`src/rtl/pcie_lane_deskew.sv`:
```
// pcie_lane_deskew
// Multi-lane receive deskew. Each lane passes through a MAX_SKEW-deep word
// history. The output of a lane is the history tap selected by its
// lane_delay, registered. The skew between lanes is measured from the arrival
// of COM (K28.5 in symbol 0) on each enabled lane. Later lanes get smaller
// delays, so all enabled lanes present COM in the same output word. Once
// locked, every output word containing COM is checked for alignment.
//
// Ports:
//   clk, rst                  clock, synchronous active-high reset
//   rx_valid                  word strobe; all lanes advance together
//   rx_data/charisk/err       per-lane input word (16b data, 2b K, 2b err)
//   lane_en                   lanes taking part in measurement/checking
//   relock                    request a fresh skew measurement
//   out_data/charisk/err      deskewed per-lane words
//   out_valid                 rx_valid delayed one clock
//   locked                    skew measured and being verified
//   skew_err                  one-clock pulse: measurement timeout or misalignment
//   lane_delay                applied delay per lane, in words
module pcie_lane_deskew #(
  parameter int LANES    = 4,
  parameter int MAX_SKEW = 8,
  localparam int DW      = $clog2(MAX_SKEW)
) (
  input  logic                  clk,
  input  logic                  rst,
  input  logic                  rx_valid,
  input  logic [16*LANES-1:0]   rx_data,
  input  logic [2*LANES-1:0]    rx_charisk,
  input  logic [2*LANES-1:0]    rx_err,
  input  logic [LANES-1:0]      lane_en,
  input  logic                  relock,
  output logic [16*LANES-1:0]   out_data,
  output logic [2*LANES-1:0]    out_charisk,
  output logic [2*LANES-1:0]    out_err,
  output logic                  out_valid,
  output logic                  locked,
  output logic                  skew_err,
  output logic [DW*LANES-1:0]   lane_delay
);

  // Lane word packing: {err[1:0], charisk[1:0], data[15:0]}
  localparam int WW = 20;
  typedef logic [WW-1:0] word_t;
  typedef enum logic [1:0] {HUNT, MEASURE, LOCKED} state_t;

  word_t cur_word [LANES];
  word_t tap_word [LANES];
  word_t out_word [LANES];
  // hist[i][k] is the word that lane i presented k+1 valid words ago.
  word_t hist     [LANES][MAX_SKEW-1];

  logic [LANES-1:0] com_in;
  logic [LANES-1:0] com_out;

  genvar gi;
  generate
    for (gi = 0; gi < LANES; gi++) begin : g_lane
      assign cur_word[gi] = {rx_err[2*gi +: 2], rx_charisk[2*gi +: 2], rx_data[16*gi +: 16]};
      assign com_in[gi]   = rx_charisk[2*gi] && (rx_data[16*gi +: 8] == 8'hBC);
      assign com_out[gi]  = out_word[gi][16] && (out_word[gi][7:0] == 8'hBC);
      assign out_data[16*gi +: 16]  = out_word[gi][15:0];
      assign out_charisk[2*gi +: 2] = out_word[gi][17:16];
      assign out_err[2*gi +: 2]     = out_word[gi][19:18];
    end
  endgenerate

  // Tap 0 is the live input word; tap k is the word k valid words ago.
  always_comb begin
    for (int i = 0; i < LANES; i++) begin
      tap_word[i] = cur_word[i];
      for (int k = 1; k < MAX_SKEW; k++) begin
        if (lane_delay[i*DW +: DW] == DW'(k)) tap_word[i] = hist[i][k-1];
      end
    end
  end

  always_ff @(posedge clk) begin
    if (rst) begin
      out_valid <= 1'b0;
      for (int i = 0; i < LANES; i++) begin
        out_word[i] <= '0;
        for (int k = 0; k < MAX_SKEW-1; k++) hist[i][k] <= '0;
      end
    end else begin
      out_valid <= rx_valid;
      if (rx_valid) begin
        for (int i = 0; i < LANES; i++) begin
          out_word[i] <= tap_word[i];
          hist[i][0]  <= cur_word[i];
          for (int k = 1; k < MAX_SKEW-1; k++) hist[i][k] <= hist[i][k-1];
        end
      end
    end
  end

  // Measurement and lock control
  state_t              state;
  logic [DW:0]         cnt;
  logic [DW:0]         cnt_next;
  logic [LANES-1:0]    recorded;
  logic [LANES-1:0]    new_rec;
  logic [LANES-1:0]    rec_next;
  logic [DW-1:0]       arrival  [LANES];
  logic [DW-1:0]       arr_next [LANES];
  logic [DW-1:0]       max_arr;
  logic [DW*LANES-1:0] delay_calc;
  logic [LANES-1:0]    en_com_out;
  logic                timeout;
  logic                all_rec;
  logic                misalign;
  // The output word registered on the locking edge still used the old
  // delays, so it is not meaningful for the alignment check.
  logic                fresh;

  always_comb begin
    cnt_next = cnt + 1'b1;
    // An arrival of MAX_SKEW words cannot be compensated, so the timeout
    // wins even if the missing COM shows up in that very word.
    timeout  = (cnt_next == (DW+1)'(MAX_SKEW));
    new_rec  = com_in & lane_en & ~recorded;
    rec_next = recorded | new_rec;
    all_rec  = (|lane_en) && ((rec_next & lane_en) == lane_en);
    max_arr  = '0;
    for (int i = 0; i < LANES; i++) begin
      arr_next[i] = new_rec[i] ? cnt_next[DW-1:0] : arrival[i];
      if (lane_en[i] && (arr_next[i] > max_arr)) max_arr = arr_next[i];
    end
    delay_calc = '0;
    for (int i = 0; i < LANES; i++) begin
      if (lane_en[i]) delay_calc[i*DW +: DW] = max_arr - arr_next[i];
    end
    en_com_out = com_out & lane_en;
    misalign   = (|en_com_out) && (en_com_out != lane_en);
  end

  always_ff @(posedge clk) begin
    if (rst) begin
      state      <= HUNT;
      cnt        <= '0;
      recorded   <= '0;
      locked     <= 1'b0;
      skew_err   <= 1'b0;
      fresh      <= 1'b0;
      lane_delay <= '0;
      for (int i = 0; i < LANES; i++) arrival[i] <= '0;
    end else begin
      skew_err <= 1'b0;
      if (relock) begin
        state    <= HUNT;
        recorded <= '0;
        locked   <= 1'b0;
      end else begin
        case (state)
          HUNT: begin
            if (rx_valid && |(com_in & lane_en)) begin
              state    <= MEASURE;
              cnt      <= '0;
              recorded <= com_in & lane_en;
              for (int i = 0; i < LANES; i++) arrival[i] <= '0;
            end
          end
          MEASURE: begin
            if (rx_valid) begin
              if (timeout) begin
                skew_err <= 1'b1;
                state    <= HUNT;
                recorded <= '0;
              end else begin
                cnt      <= cnt_next;
                recorded <= rec_next;
                for (int i = 0; i < LANES; i++) arrival[i] <= arr_next[i];
                if (all_rec) begin
                  lane_delay <= delay_calc;
                  state      <= LOCKED;
                  locked     <= 1'b1;
                  fresh      <= 1'b1;
                end
              end
            end
          end
          LOCKED: begin
            if (out_valid) begin
              if (fresh) begin
                fresh <= 1'b0;
              end else if (misalign) begin
                skew_err <= 1'b1;
                locked   <= 1'b0;
                state    <= HUNT;
                recorded <= '0;
              end
            end
          end
          default: begin
            state  <= HUNT;
            locked <= 1'b0;
          end
        endcase
      end
    end
  end

endmodule

```
`config.mk`:
```
export PLATFORM = sky130hd
export DESIGN_NAME = pcie_lane_deskew
export DESIGN_NICKNAME = d
export VERILOG_FILES = /design/src/rtl/pcie_lane_deskew.sv
export SDC_FILE = /design/constraint.sdc
export NUM_CORES = 1
export LEC_CHECK = 0
export CORE_ASPECT_RATIO = 2
export CORE_MARGIN = 5
export CORE_UTILIZATION = 50
export CTS_CLUSTER_SIZE = 30
export DETAILED_ROUTE_END_ITERATION = 10
export HOLD_SLACK_MARGIN = 0.08
export PLACE_DENSITY_LB_ADDON = 0.1
export SLEW_MARGIN = 20
export SYNTH_ARGS = -nofsm -noshare
export SYNTH_HDL_FRONTEND = slang
export SYNTH_SLANG_ARGS = --single-unit
export TNS_END_PERCENT = 1
```
`constraint.sdc`:
```
create_clock -name clk -period 20.9 [get_ports clk]
set_input_delay 4.18 -clock clk [delete_from_list [all_inputs] [get_ports clk]]
set_output_delay 4.18 -clock clk [all_outputs]
set_load 0.03 [all_outputs]
```
==> flow_summary.json, run 1 <==
{
  "rsz0062_at_grt": "no",
  "outcome": "completed",
  "ys_cells": 2349,
  "io_pins": 183,
  "crit_arrival_ps": 11810,
  "dpl-instance-area_mm2": 0.0345,
  "ant_nets": 0,
  "biggestRegsByFlops": "hist x560, out_word x80",
  "hp-class": "reg2reg",
  "grt_pass1_vias": 20206,
  "rrSetupSlack_ps": 13690,
  "synth_cell_types": 69,
  "dp_hpwl_um": 45300,
  "worstPathMaxFanout": 11,
  "final_nets": 2562,
  "clockPowerShare": 0.398,
  "initialDrtViolationCount": 1505,
  "stdcell_count": 3303,
  "ir_worst_vdd_v": 0.0000631,
  "avgSynthCellArea_um2": 13.6,
  "use_met2": 0.351,
  "antenna_found_initial": 2,
  "seq_area_mm2": 0.0201,
  "start_kind": "primary input",
  "final_cell_mix": "649 x edfxtp_1, 561 x and2_1, 182 x clkdlybuf4s50_1",
  "crit_family": "simple AND/OR/NAND/NOR gates",
  "largest_area_cell": "edfxtp_1",
  "largest_reg_flops": 560,
  "final_hold_viol_count": 0,
  "synth.cells.most_frequent": "649 x edfxtp_1, 561 x and2_1, 146 x clkbuf_1, 135 x nor2_1, 75 x mux4_2",
  "power.leakage_nw": 13.1,
  "top_register": "hist",
  "required_ps": 21430,
  "place_ws_ps": 9040,
  "gp_congestion": 0.849,
  "wl_met2_um": 36500,
  "synth_seq_share": 0.627,
  "dp.cells": 3187,
  "clock-sinks": 678,
  "crit_cells": 25,
  "final_max_slew_viol_count": 0,
  "utilization": 0.576,
  "drtPass1Iterations": 5,
  "r2r.worst_path.cells": 24,
  "crit_type": "in2reg",
  "cts_setup_buffers": 0,
  "layout_top_cell": "edfxtp_1",
  "clock.latency.late_pin_ps": 640,
  "fmax_mhz": 88.7,
  "warnings": 47,
  "top_layer_used": "met5",
  "grt_pass1_wl_um": 117000,
  "die_area_mm2": 0.0695,
  "fp_util": 0.503,
  "async_flop_share": 0,
  "power_frac_seq": 0.533,
  "flop-count": 678,
  "met1_length_um": 31600,
  "power.group.top": "registers",
  "clock_path_buffers": 3,
  "dominant_cells": "registers",
  "switchingPower_mw": 0.674,
  "rr_endpoint": "lane_delay[2]",
  "critPathBufInv": 2,
  "syn-cell-area_mm2": 0.0320,
  "clkTransAtPathRegs_ps": 70,
  "wl_met3_um": 4060,
  "cts_tree": "built",
  "power_density_mw_per_mm2": 82.9,
  "critPathSlowestCell": "clkdlybuf4s50_1",
  "cpMostUsedCell": "ha_1",
  "ys_warn_count": 0,
  "area_growth_pct": 14.4,
  "p_comb_frac": 0.069,
  "critPathCapture": "lane_delay[2]",
  "drive_above_1_share": 0.117,
  "clock_skew_ps": 14.9,
  "min_period_over_period": 0.540,
  "end_kind": "flop",
  "rows": 131,
  "num-nonclk-buffers": 215,
  "p_clk_mw": 1.21,
  "comb_area_frac": 0.305,
  "design_area_mm2": 0.0366,
  "flop_cell": "edfxtp_1",
  "clk_share": 0.0576,
  "drcViolationCount": 0,
  "edf_count": 649,
  "fp.dieW_um": 189,
  "synth_top_area_share": 0.609,
  "setup_slack_ps": 9620,
  "top_usage_layer": "met2",
  "swShare": 0.222,
  "tns_ps": 0,
  "r2r-start": "cnt[0]",
  "total_power_mw": 3.04,
  "cap_violations": 0,
  "core_mm2": 0.0636,
  "synth.most_common_cell": "edfxtp_1",
  "finalCriticalPeriod_ps": 11280,
  "logic_gate_count": 1466,
  "holdBufCountCts": 0,
  "comb_area_mm2": 0.0112,
  "cts_buffers": 60,
  "portBuffers": 182,
  "tightest_slew_ps": 1070
}
[run 1: logic make-up after synthesis]
kind of cell / share of synthesized area
adder cells (fa/ha/maj): 0.00954
flip-flops: 0.627
AND-OR/OR-AND: 0.0769
XOR/XNOR: 0.00109
multiplexers: 0.0945
buffers and inverters: 0.0244
AND/OR/NAND/NOR: 0.167
[run 1: worst min-delay path by stage]
| stage | from | to | slack [ps] | cells after the start |
|---|---|---|---|---|
| final | fresh | fresh | 490 | 2 |
| after floorplan | recorded[1] | recorded[1] | 440 | 2 |
| after CTS | fresh | fresh | 490 | 2 |
| after detailed placement | fresh | fresh | 480 | 2 |
| after global placement | fresh | fresh | 460 | 2 |
| after global routing | fresh | fresh | 530 | 2 |
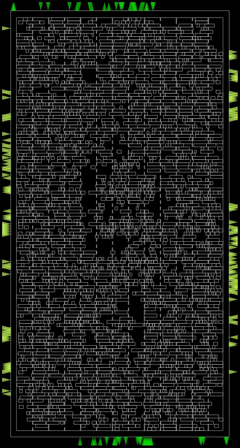
(run_1/placement.png)
# Taps: 798
flop share of the area: 0.548
Fill cells: 5183

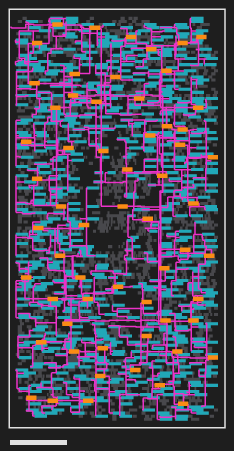
(run_1/clk_routes.png)
The bar under the picture is 50 um long.
[orange] clock drivers | count: 60
[magenta] clock wires | length: 8980 um
[cyan] flip-flops | count: 678
routed clock nets	61

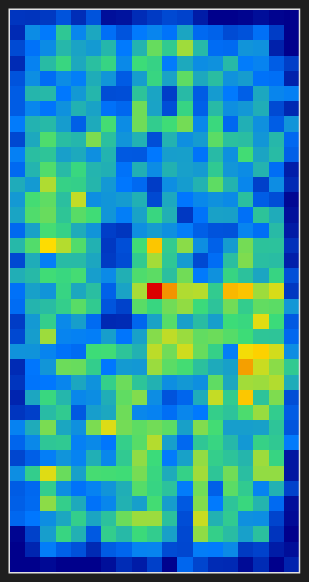
(run_1/metal_density.png)
19 x 37 tiles, from dark blue (low) to red (high), scaled to the fullest tile. Values are wire area over tile area, all layers added.
mean over tiles	0.17
tiles over half the peak	19%
fullest tile	0.49
nearly empty tiles	2.7%
drt total wl: 74700 um
Total GRT Usage: 0.211
DR vias: 19503
DR WL/cell: 22.6 um

==> run 2: changes to the inputs <==
clock period = 10.6 ns   (was 20.9 ns; I/O delays follow)
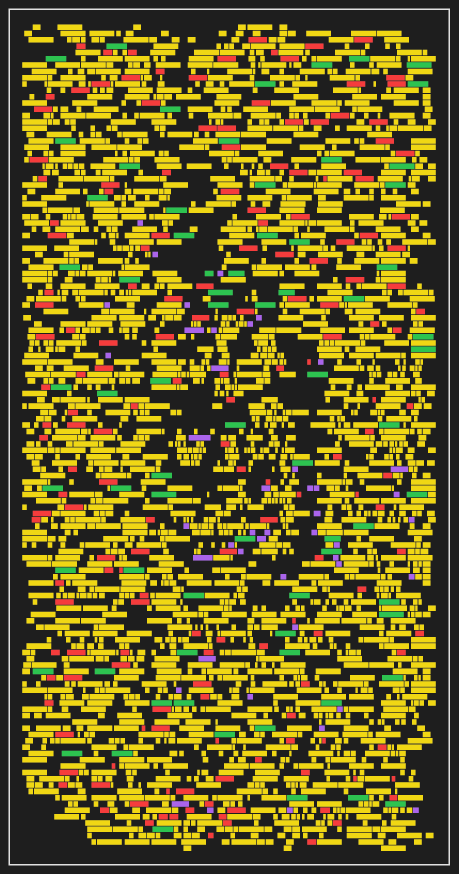
(run_2/sizes.png)
color	size	cells	share
green	_6 and larger	71	2.8%
purple	_3 and _4 cells	44	1.8%
red	_2 cells	172	6.9%
yellow	_0 and _1 cells	2211	89%

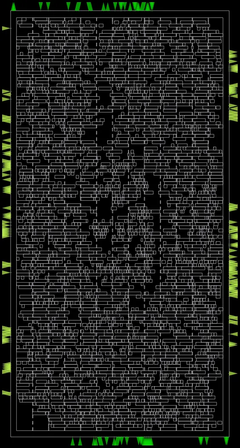
(run_2/placement.png)
Core ar.: 0.0636 mm^2
Final Util: 0.572
Seq cells: 678
post-route insts no fill: 3297
Std-Cell Rows: 131

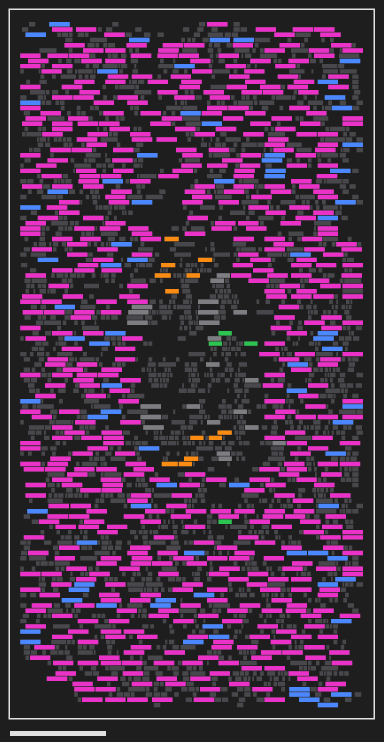
(run_2/flops_by_reg.png)
The bar under the picture is 50 um long. Other sequential cells in the stronger gray, the rest of the logic in the fainter gray.
color	name in the netlist	placed flops	where
magenta	`hist`	560	spread over the die
green	`recorded`	4	middle
blue	`out_word`	80	spread over the die
orange	`lane_delay`	12	middle
not colored	22
sequential power: 3.19 mW
flop share of the area: 0.552
Seq. cell area: 0.0201 mm^2

==> run 2 against run 1 <==
Effect of this change: register-to-register slack worse by 10000 ps; synthesized cell count did not move; worst hold slack improved by 4.6 ps.
==> flow_summary.json, run 2 <==
{
  "syn-cell-area_mm2": 0.0320,
  "gp_congestion": 0.847,
  "setup_slack_ps": 1230,
  "crit_type": "in2reg",
  "avgSynthCellArea_um2": 13.6,
  "outcome": "completed",
  "clock_skew_ps": 14.0,
  "io_pins": 183,
  "critPathBufInv": 2,
  "crit_arrival_ps": 9880,
  "critPathCapture": "lane_delay[2]",
  "synth.cells.most_frequent": "649 x edfxtp_1, 561 x and2_1, 146 x clkbuf_1, 135 x nor2_1, 75 x mux4_2",
  "ys_warn_count": 0,
  "clock_path_buffers": 3,
  "end_kind": "flop",
  "wl_um": 74100,
  "required_ps": 11110,
  "crit_family": "simple AND/OR/NAND/NOR gates",
  "finalSetupViolations": 0,
  "antenna_found_initial": 3,
  "critPathSlowestCell": "clkdlybuf4s50_1",
  "power_frac_seq": 0.551,
  "top_usage_layer": "met2",
  "cap_violations": 0,
  "power.leakage_nw": 13.0,
  "wl_met2_um": 36800,
  "ys_ff": 678,
  "drcViolationCount": 0,
  "finalCriticalPeriod_ps": 9370,
  "min_from": "fresh",
  "met1_length_um": 31300,
  "cts_tree": "built",
  "fp_util": 0.503,
  "async_flop_share": 0,
  "num_vias": 19464,
  "die_area_mm2": 0.0695,
  "dp_hpwl_um": 44900,
  "rr_endpoint": "lane_delay[2]",
  "tightest_slew_ps": 1130,
  "total_power_mw": 5.79,
  "fp.dieW_um": 189,
  "design_area_mm2": 0.0364,
  "wl_per_cell_um": 22.5,
  "cts_setup_buffers": 0,
  "tns_ps": 0,
  "vias_per_cell": 5.90,
  "cts_buffers": 61,
  "dp.cells": 3187,
  "clockPowerShare": 0.378,
  "initialDrtViolationCount": 1768,
  "layout_top_cell": "edfxtp_1",
  "min_period_over_period": 0.884,
  "synth_top_area_share": 0.609,
  "place_ws_ps": 746,
  "worstHoldEndpoint": "fresh",
  "final_hold_viol_count": 0,
  "synth_cell_types": 69,
  "final_nets": 2562,
  "power_density_mw_per_mm2": 159,
  "p_comb_frac": 0.071,
  "clock-sinks": 678,
  "synth_seq_share": 0.627,
  "worstPathMaxFanout": 11,
  "rsz0062_at_grt": "no",
  "wl_met3_um": 4180,
  "edf_count": 649,
  "switchingPower_mw": 1.30,
  "power.group.top": "registers",
  "fmax_mhz": 107,
  "biggestRegsByFlops": "hist x560, out_word x80",
  "fill_cells": 5118,
  "largest_area_cell": "edfxtp_1",
  "cpMostUsedCell": "ha_1",
  "synth.most_common_cell": "edfxtp_1",
  "top_layer_used": "met5",
  "hp-class": "reg2reg",
  "drtPass1Iterations": 5,
  "warnings": 39,
  "start_kind": "primary input",
  "portBuffers": 182,
  "r2r.worst_path.cells": 24,
  "rrSetupSlack_ps": 3220,
  "dpl-instance-area_mm2": 0.0345,
  "holdBufCountCts": 0,
  "crit_cells": 25,
  "p_clk_mw": 2.19,
  "r2r-start": "cnt[0]",
  "clkTransAtPathRegs_ps": 70,
  "use_met2": 0.352,
  "track_usage": 0.208,
  "top_register": "hist",
  "largest_reg_flops": 560
}
## run 2: cell families after synthesis
logic type / count (synthesis) / synth area share
AND/OR/NAND/NOR: 910 / 0.167
buffers and inverters: 205 / 0.0244
XOR/XNOR: 4 / 0.00109
adder cells (fa/ha/maj): 22 / 0.00954
flip-flops: 678 / 0.627
multiplexers: 201 / 0.0945
AND-OR/OR-AND: 329 / 0.0769
## run 2: layout make-up
cell class	count	area, um^2	area share
flip-flops and latches	678	20100	0.552
diodes	1	2.50	0.0000688
clock inverters	35	320	0.00880
well taps	798	998	0.0274
inverters	31	124	0.00340
repair buffers	214	2100	0.0577
multi-input cells	1466	11200	0.307
clock buffers	74	1580	0.0433
==> run 3: changes to the inputs <==
clock period = 7.77 ns   (was 10.6 ns; I/O delays follow)
==> run 3 against run 2 <==
Effect of this change: area after synthesis stayed put; worst hold slack worse by 0.56 ps; die area is the same; via count rose by 0.52%; critical path type unchanged; critical endpoint unchanged; highest routed layer unchanged.
==> flow_summary.json, run 3 <==
{
  "clkTransAtPathRegs_ps": 60,
  "setup_slack_ps": 420,
  "syn-cell-area_mm2": 0.0320,
  "num_vias": 19566,
  "drive_above_1_share": 0.127,
  "ant_nets": 0,
  "drcViolationCount": 0,
  "fill_cells": 5178,
  "worstHoldEndpoint": "fresh",
  "tns_ps": 0,
  "h-tree-depth": 2,
  "synth_top_area_share": 0.609,
  "ys_sh_simple": 0.167,
  "cts_buffers": 61,
  "finalHoldWorstSlack_ps": 491,
  "min_from": "fresh",
  "outcome": "completed",
  "synthCells": 2349,
  "ys_ff": 678,
  "start_kind": "primary input",
  "p_clk_mw": 2.86,
  "grt_overflow": 0,
  "biggestRegsByFlops": "hist x560, out_word x80",
  "core_mm2": 0.0636,
  "swShare": 0.224,
  "r2r-start": "cnt[0]",
  "comb_area_mm2": 0.0112,
  "crit_arrival_ps": 7850,
  "flop_cell": "edfxtp_1",
  "synth.cells.most_frequent": "649 x edfxtp_1, 561 x and2_1, 146 x clkbuf_1, 135 x nor2_1, 75 x mux4_2",
  "cpPeakStageDelay_ps": 450,
  "place_ws_ps": -246,
  "ys_warn_count": 0,
  "warnings": 41,
  "gp_congestion": 0.880,
  "cts_resized": 0,
  "switchingPower_mw": 1.75,
  "fa_ha_area_frac": 0.00954,
  "clock.latency.late_pin_ps": 630,
  "layout_top_cell": "edfxtp_1",
  "cts_tree": "built",
  "power_density_mw_per_mm2": 212,
  "critPathSlowestCell": "nor4_4",
  "min_period_over_period": 0.946,
  "final_cell_mix": "649 x edfxtp_1, 561 x and2_1, 182 x clkdlybuf4s50_1",
  "fmax_mhz": 136,
  "avgSynthCellArea_um2": 13.6,
  "final_hold_viol_count": 0,
  "seq_area_mm2": 0.0201,
  "rr_endpoint": "lane_delay[2]",
  "area_growth_pct": 14.5,
  "power.leakage_nw": 13.2,
  "final_nets": 2607,
  "end_kind": "flop",
  "finalCriticalPeriod_ps": 7350,
  "intPower_mw": 6.04,
  "vias_per_cell": 5.86,
  "grt_pass1_wl_um": 116000,
  "netlist_logic_family_top": "simple AND/OR/NAND/NOR gates",
  "design_area_mm2": 0.0367,
  "floorplan.nets": 2459,
  "cpMostUsedCell": "ha_1",
  "whs_path_depth": 2,
  "stdcell_count": 3341,
  "ys_cells": 2349,
  "power_frac_seq": 0.559,
  "cap_violations": 0,
  "crit_cells": 26,
  "tightest_slew_ps": 1090,
  "track_usage": 0.207,
  "synth_seq_share": 0.627,
  "dp.cells": 3230,
  "pg_comb_mw": 0.581,
  "ys_sh_xor": 0.00109,
  "total_power_mw": 7.79,
  "async_flop_share": 0,
  "synth.most_common_cell": "edfxtp_1",
  "yosys_area_mm2": 0.0320,
  "grt_max_degree": 206,
  "mux_share": 0.0945,
  "largest_area_cell": "edfxtp_1",
  "final_max_slew_viol_count": 0,
  "p_comb_frac": 0.075,
  "clock_skew_ps": 25.3,
  "clock-sinks": 678,
  "edf_count": 649,
  "max_slew_margin": 0.274,
  "largest_reg_flops": 560,
  "rows": 131,
  "hp-class": "reg2reg",
  "cts_setup_buffers": 0,
  "r2r.worst_path.cells": 28,
  "worstPathMaxFanout": 4,
  "io_pins": 183,
  "required_ps": 8270,
  "ctsRootBufferMaster": "clkbuf_16",
  "die_height_um": 368,
  "rrSetupSlack_ps": 1310,
  "fp_util": 0.503,
  "crit_start": "rx_data[22]",
  "power.group.top": "registers",
  "dp_hpwl_um": 44600,
  "clockPowerShare": 0.367,
  "wl_um": 72800,
  "critPathCapture": "lane_delay[2]",
  "finalSetupViolations": 0,
  "synth_cell_types": 69,
  "ys_sh_aoi": 0.0769,
  "holdBufCountCts": 0,
  "crit_family": "AND-OR/OR-AND gates",
  "rsz0062_at_grt": "no",
  "dpl-instance-area_mm2": 0.0348,
  "grt_pass1_vias": 20355,
  "clock_path_buffers": 3,
  "initialDrtViolationCount": 1465,
  "critPathBufInv": 5,
  "portBuffers": 182,
  "die_area_mm2": 0.0695,
  "drtPass1Iterations": 7,
  "antenna_found_initial": 3,
  "fp.dieW_um": 189,
  "top_register": "hist",
  "wl_per_cell_um": 21.8,
  "ir_worst_vdd_v": 0.000199,
  "crit_type": "in2reg",
  "topCellsByArea": "edfxtp_1 61%, and2_1 11%, mux4_2 5.3%"
}
==> run 3: cell counts after synthesis <==
No cell type changed its count.
==> run 3: area by class of cell <==
class | instances | area share
Sequential cell | 678 | 0.548
Multi-Input combinational cell | 1466 | 0.305
Timing Repair Buffer | 259 | 0.0668
Clock buffer | 77 | 0.0444
Tap cell | 798 | 0.0272
Clock inverter | 30 | 0.00515
Inverter | 31 | 0.00338
Antenna cell | 2 | 0.000137
==> run 3: routing by layer <==
| metal | vias to the layer above | global-route usage | part of all wire |
|---|---|---|---|
| met5 | - | 0 | 0.00018 |
| met4 | 2 | 0.0593 | 0.026 |
| met3 | 107 | 0.0384 | 0.055 |
| met1 | 9903 | 0.278 | 0.42 |
| met2 | 477 | 0.346 | 0.49 |
| li1 | 9077 | - | - |
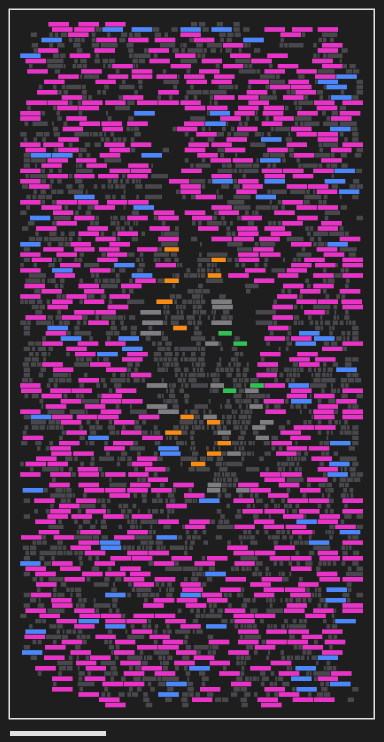
(run_3/flops_by_reg.png)
The bar under the picture is 50 um long. Other sequential cells in the stronger gray, the rest of the logic in the fainter gray.
color	name in the netlist	placed flops
blue	`out_word`	80
orange	`lane_delay`	12
green	`recorded`	4
magenta	`hist`	560
not colored	22
sequential power: 4.35 mW
Final Util: 0.576
flop share of the area: 0.548

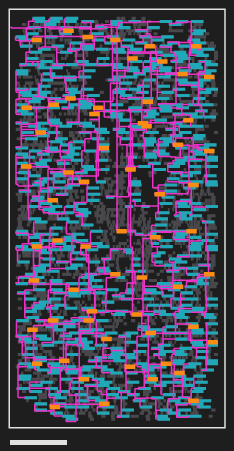
(run_3/clk_routes.png)
The bar under the picture is 50 um long.
[cyan] flip-flops | count: 678
[orange] clock drivers | count: 61
[magenta] clock wires | length: 8590 um
routed clock nets	62

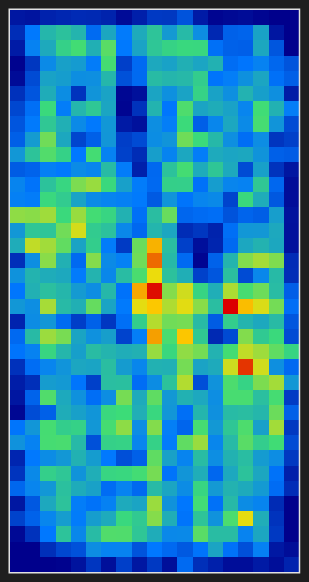
(run_3/metal_density.png)
19 x 37 tiles, from dark blue (low) to red (high), scaled to the fullest tile. Values are wire area over tile area, all layers added.
fullest tile	0.51
mean over tiles	0.17
nearly empty tiles	3.1%

Power figures rest on the tool's default switching activity, not on a simulated workload.
